`config.mk`:
```
export PLATFORM = sky130hd
export DESIGN_NAME = reorder_buffer
export DESIGN_NICKNAME = d
export VERILOG_FILES = /design/src/rtl/reorder_buffer_pkg.sv /design/src/rtl/reorder_buffer.sv
export SDC_FILE = /design/constraint.sdc
export NUM_CORES = 2
export LEC_CHECK = 0
export CAP_MARGIN = 20
export CORE_AREA = 2 2 390 392
export DETAILED_ROUTE_END_ITERATION = 16
export DIE_AREA = 0 0 392 394
export HOLD_SLACK_MARGIN = 0.15
export PLACE_DENSITY = 0.75
export SYNTH_ARGS = -nofsm -noshare
export SYNTH_HDL_FRONTEND = slang
export SYNTH_SLANG_ARGS = --single-unit
export TNS_END_PERCENT = 1
```
`constraint.sdc`:
```
create_clock -name clk -period 7.5 [get_ports clk]
set_clock_uncertainty 0.15 [all_clocks]
set_input_delay 1.5 -clock clk [delete_from_list [all_inputs] [get_ports clk]]
set_output_delay 1.5 -clock clk [all_outputs]
set_load 0.01 [all_outputs]
```
`src/rtl/reorder_buffer_pkg.sv`:
```
// Shared types and defaults for the reorder buffer: entry kinds, entry record and
// the redirect-PC helper used on a branch mispredict.
package reorder_buffer_pkg;

  localparam int ROB_SIZE_DEF = 16;
  localparam int IDX_W_DEF    = 4;

  typedef enum logic [1:0] {
    ROB_REG = 2'd0,
    ROB_BR  = 2'd1,
    ROB_ST  = 2'd2
  } rob_type_e;

  typedef struct packed {
    rob_type_e   kind;
    logic [4:0]  rd;
    logic [31:0] pc;
    logic        pred;
    logic [31:0] target;
  } rob_entry_t;

  function automatic logic [31:0] redirect_pc(input logic        taken,
                                              input logic [31:0] pc,
                                              input logic [31:0] target);
    return taken ? target : pc + 32'd4;
  endfunction

endpackage

```
`src/rtl/reorder_buffer.sv`:
```
// In-order retirement buffer: allocates at tail, captures RS/LSB results, commits at head
// to regfile / store queue / branch predictor and flushes everything on a mispredict.
module reorder_buffer
  import reorder_buffer_pkg::*;
#(
  parameter int ROB_SIZE = ROB_SIZE_DEF,
  parameter int IDX_W    = IDX_W_DEF
) (
  input  logic             clk,
  input  logic             rst_in,
  input  logic             rdy_in,
  output logic             rob_full,
  output logic [IDX_W-1:0] rob_tail_idx,
  input  logic             de_in_en,
  input  logic [1:0]       de_type_in,
  input  logic [4:0]       de_rd_in,
  input  logic [31:0]      de_pc_in,
  input  logic             de_pred_in,
  input  logic [31:0]      de_target_in,
  input  logic [IDX_W-1:0] q1_idx_in,
  input  logic [IDX_W-1:0] q2_idx_in,
  output logic             q1_rdy_out,
  output logic             q2_rdy_out,
  output logic [31:0]      q1_val_out,
  output logic [31:0]      q2_val_out,
  input  logic             rs_in_en,
  input  logic [IDX_W-1:0] rs_rob_idx_in,
  input  logic [31:0]      rs_val_in,
  input  logic             lsb_in_en,
  input  logic [IDX_W-1:0] lsb_rob_idx_in,
  input  logic [31:0]      lsb_val_in,
  output logic             commit_reg_en,
  output logic [4:0]       commit_rd,
  output logic [31:0]      commit_val,
  output logic [IDX_W-1:0] commit_rob_idx,
  output logic             commit_st_en,
  output logic             bp_upd_en,
  output logic [31:0]      bp_pc,
  output logic             bp_taken,
  output logic             roll_back,
  output logic [31:0]      roll_back_pc
);

  localparam int CNT_W = IDX_W + 1;

  rob_entry_t          r_ent [ROB_SIZE];
  logic [31:0]         r_val [ROB_SIZE];
  logic [ROB_SIZE-1:0] r_ready;
  logic [IDX_W-1:0]    r_head;
  logic [IDX_W-1:0]    r_tail;
  logic [CNT_W-1:0]    r_count;

  logic             r_commit_reg_en;
  logic [4:0]       r_commit_rd;
  logic [31:0]      r_commit_val;
  logic [IDX_W-1:0] r_commit_rob_idx;
  logic             r_commit_st_en;
  logic             r_bp_upd_en;
  logic [31:0]      r_bp_pc;
  logic             r_bp_taken;
  logic             r_roll_back;
  logic [31:0]      r_roll_back_pc;

  logic        w_live;
  logic        w_disp;
  logic        w_rs_wr;
  logic        w_lsb_wr;
  logic        w_commit;
  logic        w_taken;
  logic        w_flush;
  rob_entry_t  w_head_ent;
  logic [31:0] w_head_val;

  // Inputs seen during the roll_back cycle belong to the squashed path.
  assign w_live     = rdy_in & ~r_roll_back;
  assign w_disp     = w_live & de_in_en;
  assign w_rs_wr    = w_live & rs_in_en;
  assign w_lsb_wr   = w_live & lsb_in_en;
  assign w_head_ent = r_ent[r_head];
  assign w_head_val = r_val[r_head];
  assign w_commit   = w_live & (r_count != '0) & r_ready[r_head];
  assign w_taken    = w_head_val[0];
  assign w_flush    = w_commit & (w_head_ent.kind == ROB_BR) & (w_taken != w_head_ent.pred);

  always_ff @(posedge clk) begin
    if (w_disp) begin
      r_ent[r_tail].kind   <= rob_type_e'(de_type_in);
      r_ent[r_tail].rd     <= de_rd_in;
      r_ent[r_tail].pc     <= de_pc_in;
      r_ent[r_tail].pred   <= de_pred_in;
      r_ent[r_tail].target <= de_target_in;
    end
    if (w_rs_wr) begin
      r_val[rs_rob_idx_in] <= rs_val_in;
    end
    if (w_lsb_wr) begin
      r_val[lsb_rob_idx_in] <= lsb_val_in;
    end
  end

  always_ff @(posedge clk or negedge rst_in) begin
    if (!rst_in) begin
      r_head           <= '0;
      r_tail           <= '0;
      r_count          <= '0;
      r_ready          <= '0;
      r_commit_reg_en  <= 1'b0;
      r_commit_rd      <= '0;
      r_commit_val     <= '0;
      r_commit_rob_idx <= '0;
      r_commit_st_en   <= 1'b0;
      r_bp_upd_en      <= 1'b0;
      r_bp_pc          <= '0;
      r_bp_taken       <= 1'b0;
      r_roll_back      <= 1'b0;
      r_roll_back_pc   <= '0;
    end else if (!rdy_in) begin
      r_commit_reg_en <= 1'b0;
      r_commit_st_en  <= 1'b0;
      r_bp_upd_en     <= 1'b0;
      r_roll_back     <= 1'b0;
    end else begin
      r_commit_reg_en <= 1'b0;
      r_commit_st_en  <= 1'b0;
      r_bp_upd_en     <= 1'b0;
      r_roll_back     <= 1'b0;

      if (w_commit) begin
        r_commit_rob_idx <= r_head;
        if (w_head_ent.kind == ROB_REG) begin
          r_commit_reg_en <= (w_head_ent.rd != 5'd0);
          r_commit_rd     <= w_head_ent.rd;
          r_commit_val    <= w_head_val;
        end else if (w_head_ent.kind == ROB_ST) begin
          r_commit_st_en <= 1'b1;
        end else if (w_head_ent.kind == ROB_BR) begin
          r_bp_upd_en <= 1'b1;
          r_bp_pc     <= w_head_ent.pc;
          r_bp_taken  <= w_taken;
        end
      end

      if (w_flush) begin
        r_roll_back    <= 1'b1;
        r_roll_back_pc <= redirect_pc(w_taken, w_head_ent.pc, w_head_ent.target);
        r_head         <= '0;
        r_tail         <= '0;
        r_count        <= '0;
        r_ready        <= '0;
      end else begin
        if (w_disp) begin
          r_tail          <= r_tail + IDX_W'(1);
          r_ready[r_tail] <= 1'b0;
        end
        if (w_commit) begin
          r_head          <= r_head + IDX_W'(1);
          r_ready[r_head] <= 1'b0;
        end
        if (w_rs_wr) begin
          r_ready[rs_rob_idx_in] <= 1'b1;
        end
        if (w_lsb_wr) begin
          r_ready[lsb_rob_idx_in] <= 1'b1;
        end
        r_count <= r_count + CNT_W'(w_disp) - CNT_W'(w_commit);
      end
    end
  end

  // Operand lookup: a result on the CDB this cycle wins over the stored copy.
  always_comb begin
    q1_rdy_out = 1'b0;
    q1_val_out = '0;
    if (rs_in_en && (rs_rob_idx_in == q1_idx_in)) begin
      q1_rdy_out = 1'b1;
      q1_val_out = rs_val_in;
    end else if (lsb_in_en && (lsb_rob_idx_in == q1_idx_in)) begin
      q1_rdy_out = 1'b1;
      q1_val_out = lsb_val_in;
    end else if (r_ready[q1_idx_in]) begin
      q1_rdy_out = 1'b1;
      q1_val_out = r_val[q1_idx_in];
    end
  end

  always_comb begin
    q2_rdy_out = 1'b0;
    q2_val_out = '0;
    if (rs_in_en && (rs_rob_idx_in == q2_idx_in)) begin
      q2_rdy_out = 1'b1;
      q2_val_out = rs_val_in;
    end else if (lsb_in_en && (lsb_rob_idx_in == q2_idx_in)) begin
      q2_rdy_out = 1'b1;
      q2_val_out = lsb_val_in;
    end else if (r_ready[q2_idx_in]) begin
      q2_rdy_out = 1'b1;
      q2_val_out = r_val[q2_idx_in];
    end
  end

  // Two entries of slack so the decoder can still land one dispatch after seeing full.
  assign rob_full       = (r_count >= CNT_W'(ROB_SIZE - 2));
  assign rob_tail_idx   = r_tail;
  assign commit_reg_en  = r_commit_reg_en;
  assign commit_rd      = r_commit_rd;
  assign commit_val     = r_commit_val;
  assign commit_rob_idx = r_commit_rob_idx;
  assign commit_st_en   = r_commit_st_en;
  assign bp_upd_en      = r_bp_upd_en;
  assign bp_pc          = r_bp_pc;
  assign bp_taken       = r_bp_taken;
  assign roll_back      = r_roll_back;
  assign roll_back_pc   = r_roll_back_pc;

endmodule

```
### Signal wires on met2

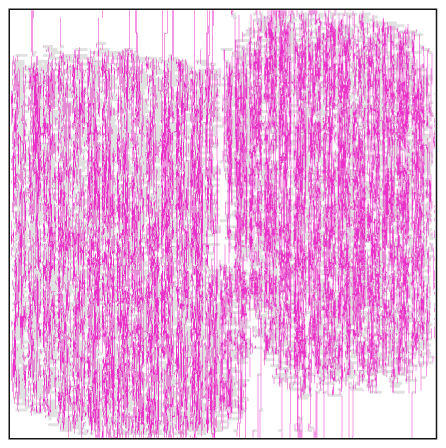
main direction: vertical
share of all routed wire: 49%
nets with wire on the layer: 4,468
wire length on this layer: 121 mm
longest straight run: 159 um

==> job_summary.md <==
## Synthesis and layout report

| Metric | Value |
|---|---|
| Outcome | complete, no violations |
| Logic power comb | 9.98 mW |
| Main logic family after synthesis | multiplexers |
| Htree depth | 4 |
| Fillers | 10,100 |
| Crit path to | q2_val_out[28] |
| Top pwr grp | sequential cells |
| Tool warning count | 37 |
| Post-Place Worst Slack | 1.22 ns |
| Seq cells post-synth | 1,803 |
| Clock buffer depth | 3 |
| Largest net degree at the start of global routing | approximately 85 |
| Final setup TNS | 0 ns |
| RR Endpoint | roll_back_pc[18] |
| Setup CP Type | in -> out |
| Cell variety after synth | 63 |
| Fin nets | 4,879 |
| Initial DRC Count | 6,598 |
| Routability cong. | 0.844 |
| First-pass GRT wire length | 353 mm |
| Synthesized cell area | 85,300 sq um |
### Signal wires on met3

Bar = 100 um.
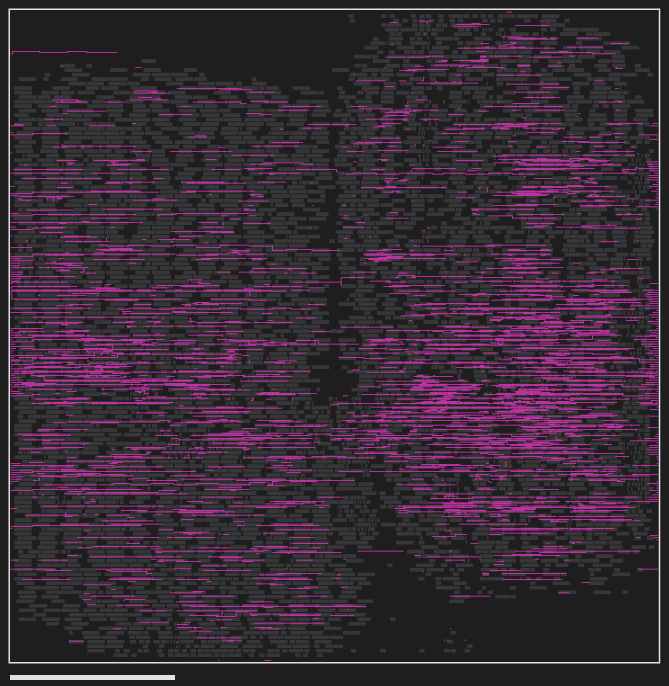
main direction: horizontal
nets with wire on the layer: 877

Power is estimated from default activity; no workload was simulated.
